### config.mk
export PLATFORM = sky130hd
export DESIGN_NAME = dp_job_arbiter
export DESIGN_NICKNAME = d
export VERILOG_FILES = /design/src/rtl/dp_pkg.sv /design/src/rtl/rr_pick2.sv /design/src/rtl/dp_job_arbiter.sv
export SDC_FILE = /design/constraint.sdc
export NUM_CORES = 1
export LEC_CHECK = 0
export CORE_UTILIZATION = 55
export DETAILED_ROUTE_END_ITERATION = 8
export DONT_BUFFER_PORTS = 1
export GPL_ROUTABILITY_DRIVEN = 1
export GPL_TIMING_DRIVEN = 0
export PLACE_DENSITY = 0.74
export SLEW_MARGIN = 10
export SYNTH_ARGS = -nofsm -noshare
export SYNTH_HDL_FRONTEND = slang
export SYNTH_SLANG_ARGS = --single-unit
### constraint.sdc
create_clock -name clk -period 4.48 [get_ports clk]
set_input_delay 0.896 -clock clk [delete_from_list [all_inputs] [get_ports clk]]
set_output_delay 0.896 -clock clk [all_outputs]
set_load 0.01 [all_outputs]
### src/rtl/dp_pkg.sv
`default_nettype none
// ============================================================================
// Module      : dp_pkg
// Description : Shared state encodings and sequencer regime values.
// Revision    : 1.0 - initial release
// ============================================================================
package dp_pkg;

    localparam int STATE_W = 3;
    typedef logic [STATE_W-1:0] state_t;

    localparam state_t ST_IDLE     = 3'd0;
    localparam state_t ST_ARM      = 3'd1;
    localparam state_t ST_START    = 3'd2;
    localparam state_t ST_WAIT_ACT = 3'd3;
    localparam state_t ST_RUN      = 3'd4;
    localparam state_t ST_DONE     = 3'd5;

    // Regime values understood by control_path
    localparam logic [1:0] MODE_OFF = 2'b00;
    localparam logic [1:0] MODE_1   = 2'b01;
    localparam logic [1:0] MODE_2   = 2'b10;
    localparam logic [1:0] MODE_3   = 2'b11;

endpackage
`default_nettype wire

### src/rtl/rr_pick2.sv
`default_nettype none
// ============================================================================
// Module      : rr_pick2
// Description : Combinational two-way round-robin chooser.
// Revision    : 1.0 - initial release
// ============================================================================
module rr_pick2 (
    input  logic [1:0] valid,
    input  logic       last,
    output logic       grant_vld,
    output logic       grant_idx
);

    // On a tie the requester that did not go last wins
    assign grant_vld = |valid;
    assign grant_idx = (valid == 2'b11) ? ~last : valid[1];

endmodule
`default_nettype wire

### src/rtl/dp_job_arbiter.sv
`default_nettype none
// ============================================================================
// Module      : dp_job_arbiter
// Description : Round-robin sharing of the control_path sequencer between two
//               job requesters, with completion pulses and a hang timeout.
// Revision    : 1.0 - initial release
// ============================================================================
module dp_job_arbiter
    import dp_pkg::*;
#(
    parameter int TIMEOUT = 63
) (
    input  logic       clk,
    input  logic       rst,
    input  logic       req0_valid,
    input  logic [1:0] req0_mode,
    output logic       req0_ready,
    output logic       done0,
    input  logic       req1_valid,
    input  logic [1:0] req1_mode,
    output logic       req1_ready,
    output logic       done1,
    input  logic       dp_active,
    output logic [1:0] dp_on,
    output logic       dp_start,
    output logic       owner,
    output logic       timeout_err
);

    localparam int               TMR_W     = $clog2(TIMEOUT + 1);
    localparam logic [TMR_W-1:0] C_TMR_MAX = TMR_W'(TIMEOUT);

    state_t           r_state;
    state_t           w_state_nxt;
    logic [TMR_W-1:0] r_timer;
    logic [1:0]       r_mode;
    logic             r_owner;
    logic             r_last;
    logic             r_tout;
    logic             w_grant_vld;
    logic             w_grant_idx;
    logic [1:0]       w_grant_mode;
    logic             w_idle;
    logic             w_busy;
    logic             w_expired;

    rr_pick2 u_pick (
        .valid     ({req1_valid, req0_valid}),
        .last      (r_last),
        .grant_vld (w_grant_vld),
        .grant_idx (w_grant_idx)
    );

    assign w_idle       = (r_state == ST_IDLE);
    assign w_busy       = (r_state == ST_ARM) || (r_state == ST_START) ||
                          (r_state == ST_WAIT_ACT) || (r_state == ST_RUN);
    assign w_grant_mode = w_grant_idx ? req1_mode : req0_mode;
    assign w_expired    = ((r_state == ST_WAIT_ACT) || (r_state == ST_RUN)) &&
                          (r_timer == C_TMR_MAX);

    always_comb begin
        w_state_nxt = r_state;
        case (r_state)
            ST_IDLE: begin
                if (w_grant_vld)
                    w_state_nxt = (w_grant_mode == MODE_OFF) ? ST_DONE : ST_ARM;
            end
            ST_ARM:   w_state_nxt = ST_START;
            ST_START: w_state_nxt = ST_WAIT_ACT;
            // Expiry outranks an activity edge seen in the same cycle
            ST_WAIT_ACT: begin
                if (w_expired)      w_state_nxt = ST_DONE;
                else if (dp_active) w_state_nxt = ST_RUN;
            end
            ST_RUN: begin
                if (w_expired || !dp_active) w_state_nxt = ST_DONE;
            end
            ST_DONE:  w_state_nxt = ST_IDLE;
            default:  w_state_nxt = ST_IDLE;
        endcase
    end

    always_ff @(posedge clk or posedge rst) begin
        if (rst) begin
            r_state <= ST_IDLE;
            r_timer <= '0;
            r_mode  <= MODE_OFF;
            r_owner <= 1'b0;
            r_last  <= 1'b1;
            r_tout  <= 1'b0;
        end else begin
            r_state <= w_state_nxt;
            r_tout  <= w_expired;
            case (r_state)
                ST_IDLE: begin
                    if (w_grant_vld) begin
                        r_mode  <= w_grant_mode;
                        r_owner <= w_grant_idx;
                    end
                end
                ST_START:              r_timer <= '0;
                ST_WAIT_ACT, ST_RUN:   r_timer <= r_timer + 1'b1;
                ST_DONE:               r_last  <= r_owner;
                default: ;
            endcase
        end
    end

    assign req0_ready  = w_idle && w_grant_vld && !w_grant_idx;
    assign req1_ready  = w_idle && w_grant_vld &&  w_grant_idx;
    assign dp_on       = w_busy ? r_mode : MODE_OFF;
    assign dp_start    = (r_state == ST_START);
    assign done0       = (r_state == ST_DONE) && !r_owner;
    assign done1       = (r_state == ST_DONE) &&  r_owner;
    assign timeout_err = (r_state == ST_DONE) && r_tout;
    assign owner       = r_owner;

endmodule
`default_nettype wire

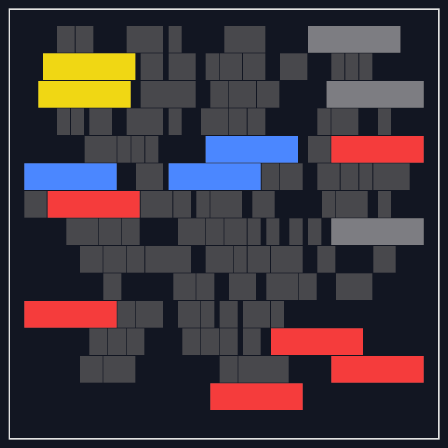
(run_1/ff_map.png)
Other sequential cells in the stronger grey, the rest of the logic in the fainter grey.
| signal | colour | flops |
|---|---|---|
| r_mode | yellow | 2 |
| r_state | blue | 3 |
| r_timer | red | 6 |
sequential power: 0.000221 W
flop share of the area: 37.0%
Reg area: 352 sq um
Post-Route Utilization: 63.1%

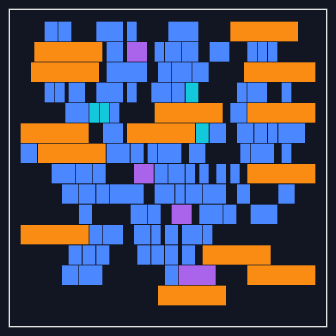
(run_1/class_map.png)
| class | colour | cells | share of their area |
|---|---|---|---|
| remaining logic cells | blue | 87 | 56% |
| remaining buffers and delay cells | cyan | 4 | 1.9% |
| clock drivers and dummy loads | purple | 4 | 3.9% |
| registers | orange | 14 | 38% |
Placeable Area: 1510 sq um
site row count: 14
Final Cell Area: 951 sq um

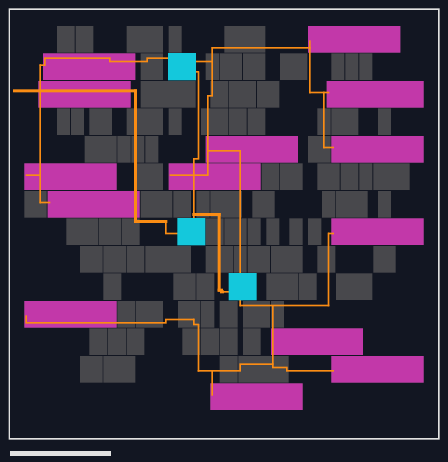
(run_1/clock_wires.png)
The bar under the picture is 10 um long.
[clock-net drivers] cyan | count: 3
[flip-flops] magenta | count: 14
[clock wires] orange | length: 216 um
flops lie: spread over the die
routed clock nets: 4
power share of the clock group: 15.9%
Clock Power: 0.0000963 W
worst skew pair latency: 0.29 ns
Clock Skews: 0.00461 ns

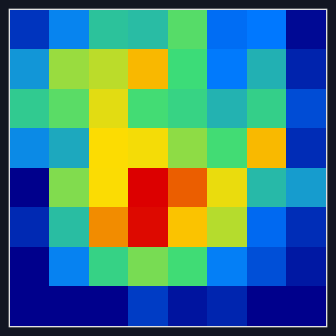
(run_1/route_heat.png)
The die is cut into 8 by 8 equal tiles; dark blue is low, red is high, scaled to the fullest tile. Values are wire area over tile area, all layers added.
tiles over half the peak: 38%
fullest tile: 0.41
nearly empty tiles: 13%
densest ninth of the die: middle
routed vias: 771
total track usage: 22.6%
wire per inst: 14.7 um
Routed WL: 1.84 mm

==> metrics.cfg, run 1 <==
[status]
status=complete, no violations

[cts]
path_clk_slew_ns=0.10
cts-buffers-inserted=3
h-tree-depth=1
cts_resized=0
cts_root_buf=clkbuf_4

[finish]
fin_cells=125
logic_area_sq_um=503
drive_above_1_share_pct=8.26
fillers=134
layout_top_cell=dfrtp_1

[setup_path]
worstSetupPathType=reg -> out
endpoint_kind=primary output
path_cells=clkbuf_1, xnor2_1, and2_1
worst-path-buf-inv=1
path_delay_family=flip-flops
slowest_stage=dfrtp_1

[die]
dieArea_sq_um=1790
die_x_um=42.3

[synth]
topCellsByArea=dfrtp_1 (36%), nand3_1 (5.0%), nor2_1 (5.0%)
synthCells=105
ys_chip_area_sq_um=895
ys_sh_xor_pct=0.979
fp_nets=115
ys_cells=105
ys_sh_adder_pct=1.40
yosysWarnings=0
yosys.area.top_type=dfrtp_1
synth_seq_share_pct=39.3

[routing]
via_per_inst=6.17
drt_iter0_drc=30
postRouteAntennaNets=0

[sta]
finalHoldViolCount=0
relSlewSlack_pct=65.7
worst_slew_pin_slew_ns=0.514
tns_ns=0
setup_viol=0

[power]
p_seq_share_pct=36.6
swShare_pct=44.4

[global_route]
antenna_found_initial=0

[placed_design]
gp_congestion=0.839
place_area_sq_um=915

[run 1: sequential cells by signal, summed over array words and instances, names as in the netlist]
| signal | count |
|---|---|
| r_timer | 6 |
| r_state | 3 |
| r_mode | 2 |
| owner | 1 |
| r_last | 1 |
| r_tout | 1 |
[run 1: Yosys cell counts]
cell type,count
a2111oi_2,1
a211o_1,1
a211oi_1,1
a21boi_2,1
a21o_1,1
a21oi_1,8
a31o_1,1
a41oi_1,1
and2_1,4
and3_1,4
buf_1,1
buf_2,2
clkbuf_1,1
dfrtp_1,13
dfstp_2,1
ha_1,1
inv_1,6
mux2i_1,4
nand2_1,4
nand2b_1,2
nand3_1,9
nand3b_1,1
nand4_1,1
nor2_1,12
nor2b_1,6
nor3_1,2
nor4b_1,1
o2111ai_1,1
o211ai_1,2
o21ai_1,4
o21bai_1,1
o22ai_1,1
o2bb2ai_1,1
o311ai_1,1
o31ai_1,1
or2b_1,1
or3_1,1
xnor2_1,1
[run 1: path summary, 6_finish.rpt]
| check | end | from | slack [ns] | depth (start not counted) |
|---|---|---|---|---|
| hold reg to reg | r_timer[5] | r_timer[5] | 0.49 | 1 |
| hold / removal | r_timer[5] | r_timer[5] | 0.49 | 1 |
| max in group asynchronous | r_last | rst | 3.60 | 1 |
| setup reg to reg | r_state[2] | r_timer[0] | 2.87 | 5 |
| setup / recovery | dp_on[1] | r_state[2] | 2.05 | 3 |
| min in group asynchronous | r_timer[5] | rst | 0.51 | 1 |
[run 1: cells by family (layout without fill, tap and decap cells)]
group	Yosys count	count (layout)
buffers and inverters	10	14
adder cells (fa/ha/maj)	1	1
AND-OR/OR-AND	27	27
flip-flops	14	14
multiplexers	4	4
XOR/XNOR	1	1
AND/OR/NAND/NOR	48	48
[run 1: power by group through the flow]
stage	Clock [W]	Combinational, W	Sequential, W
floorplan	0	0.000242	0.000210
global placement	0	0.000279	0.000220
detailed placement	0	0.000286	0.000222
CTS	0.0000965	0.000288	0.000220
global route	0.000102	0.000319	0.000228
finish	0.0000963	0.000288	0.000221
[run 1: worst register-to-register path, cell delays in order, from the launching register on]
cell	delay [ns]
dfrtp_1	0.45
ha_1	0.28
and3_1	0.23
nand3_1	0.14
a21oi_1	0.10
a211o_1	0.30
[run 1: per-stage QoR]
step	hold slack [ns]	power, W	setup WS (ns)	util (%)
5_1_grt	0.545	0.000648	1.94	63.1
3_5_place_dp	0.492	0.000508	2.21	60.7
6_report	0.494	0.000605	2.05	63.1
3_3_place_gp	0.468	0.000499	2.23	60.7
4_1_cts	0.505	0.000604	2.07	63.1
2_1_floorplan	0.451	0.000451	2.26	-
[run 1: per-layer routing]
layer / share of wire, % / GRT usage (%)
met1: 50 / 32.2
met2: 46 / 34.2
met3: 2.8 / 3.88
met4: 1.1 / 9.38
met5: 0 / 0
[run 1: cell type report]
type | instances | area share (%)
clock buffers | 4 | 3.82
well taps | 16 | 2.11
inverters | 6 | 2.37
plain buffers | 4 | 1.84
multi-input cells | 81 | 52.9
flip-flops and latches | 14 | 37.0
--- run 2 (diff from run 1) ---
==> constraint.sdc (replaced) <==
create_clock -name clk -period 2.52 [get_ports clk]
set_input_delay 0.504 -clock clk [delete_from_list [all_inputs] [get_ports clk]]
set_output_delay 0.504 -clock clk [all_outputs]
set_load 0.01 [all_outputs]
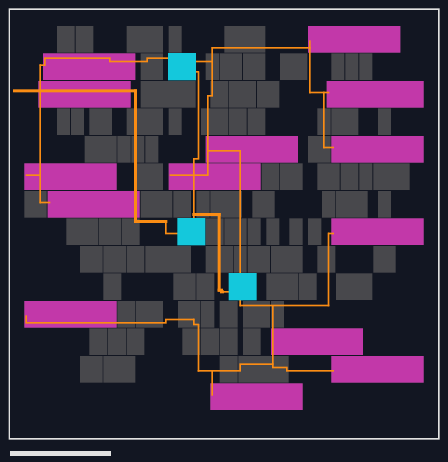
(run_2/clock_wires.png)
The bar under the picture is 10 um long.
[clock wires] orange | length: 216 um
[flip-flops] magenta | count: 14
[clock-net drivers] cyan | count: 3
routed clock nets: 4
flops lie: spread over the die
Clock Power: 0.000171 W

==> metrics.cfg, run 2 <==
[setup_path]
worstSetupPathType=reg -> out
slowest_stage=dfrtp_1
endpoint_kind=primary output

[routing]
via_per_inst=6.17
wl_per_cell_um=14.7
wl_met2_um=854
routed_wl_mm=1.84
m1WireLength_um=911
drt_iter0_drc=30
dr.max_layer_used=met4

[cts]
cts-buffers-inserted=3
path_clk_slew_ns=0.10
cts_resized=0

[die]
die_x_um=42.3

[synth]
synthCells=105
ys_chip_area_sq_um=895
topCellsByArea=dfrtp_1 (36%), nand3_1 (5.0%), nor2_1 (5.0%)

[status]
status=complete, no violations

[finish]
drive_above_1_share_pct=8.26
largest_register_ff_count=6

[placed_design]
gp_congestion=0.839

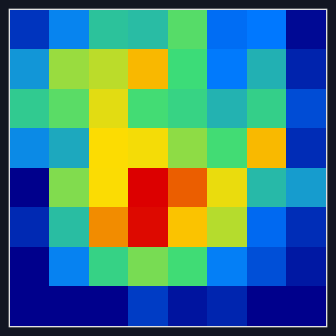
(run_2/route_heat.png)
The die is cut into 8 by 8 equal tiles; dark blue is low, red is high, scaled to the fullest tile. Values are wire area over tile area, all layers added.

[run 2: cell counts after synthesis]
No cell type changed its count.
[run 2: metrics by stage]
stage | utilization, % | setup WS, ns | instance area, sq um | instances | total power, W
floorplan | - | 0.991 | 895 | 105 | 0.000803
global placement | 60.7 | 0.864 | 915 | 121 | 0.000888
detailed placement | 60.7 | 0.825 | 915 | 121 | 0.000903
CTS | 63.1 | 0.499 | 951 | 125 | 0.00107
global route | 63.1 | 0.373 | 951 | 125 | 0.00115
finish | 63.1 | 0.484 | 951 | 125 | 0.00108
[run 2: worst register-to-register path, stage by stage (launching register included)]
cell and delay [ns]:
dfrtp_1 0.45, ha_1 0.28, and3_1 0.23, nand3_1 0.14
a21oi_1 0.10, a211o_1 0.30
[run 2: logic make-up (layout without fill, tap and decap cells)]
logic type | count (synthesis) | count (layout) | share of synthesized area [%]
simple gates | 48 | 48 | 28.1
compound gates | 27 | 27 | 21.3
flops | 14 | 14 | 39.3
buf+inv | 10 | 14 | 4.47
mux | 4 | 4 | 4.48
fa+ha+maj | 1 | 1 | 1.40
xor+xnor | 1 | 1 | 0.979
[run 2: layer usage]
metal	up-vias	track usage (%)
met1	366	32.2
met3	4	3.88
met2	13	34.2
met4	0	9.38
met5	-	0
li1	388	-
[run 2: power by group]
group / internal, W / total (W) / switching (W)
clock: 0.0000880 / 0.000171 / 0.0000832
sequential: 0.000309 / 0.000393 / 0.0000839
combinational: 0.000201 / 0.000511 / 0.000311
total: 0.000598 / 0.00108 / 0.000478
[run 2: final cells by class]
type | instances | area, sq um | share of cell area (%)
clock buffer | 4 | 36.3 | 3.82
tap | 16 | 20.0 | 2.11
sequential | 14 | 352 | 37.0
buffer | 4 | 17.5 | 1.84
multi-input combinational | 81 | 503 | 52.9
inverter | 6 | 22.5 | 2.37
[run 2: path summary, 6_finish.rpt]
path,start,cells past startpoint,slack [ns],to
worst max-delay path,r_state[2],3,0.48,dp_on[1]
worst min-delay path,rst,1,0.12,r_timer[5]
worst max register to register,r_timer[0],5,0.91,r_state[2]
worst min register to register,r_timer[5],1,0.49,r_timer[5]
max in group asynchronous,rst,1,2.04,r_last
min in group clk,dp_active,2,0.41,r_state[0]
No activity file was given, so power comes from the tool's default toggle rates.
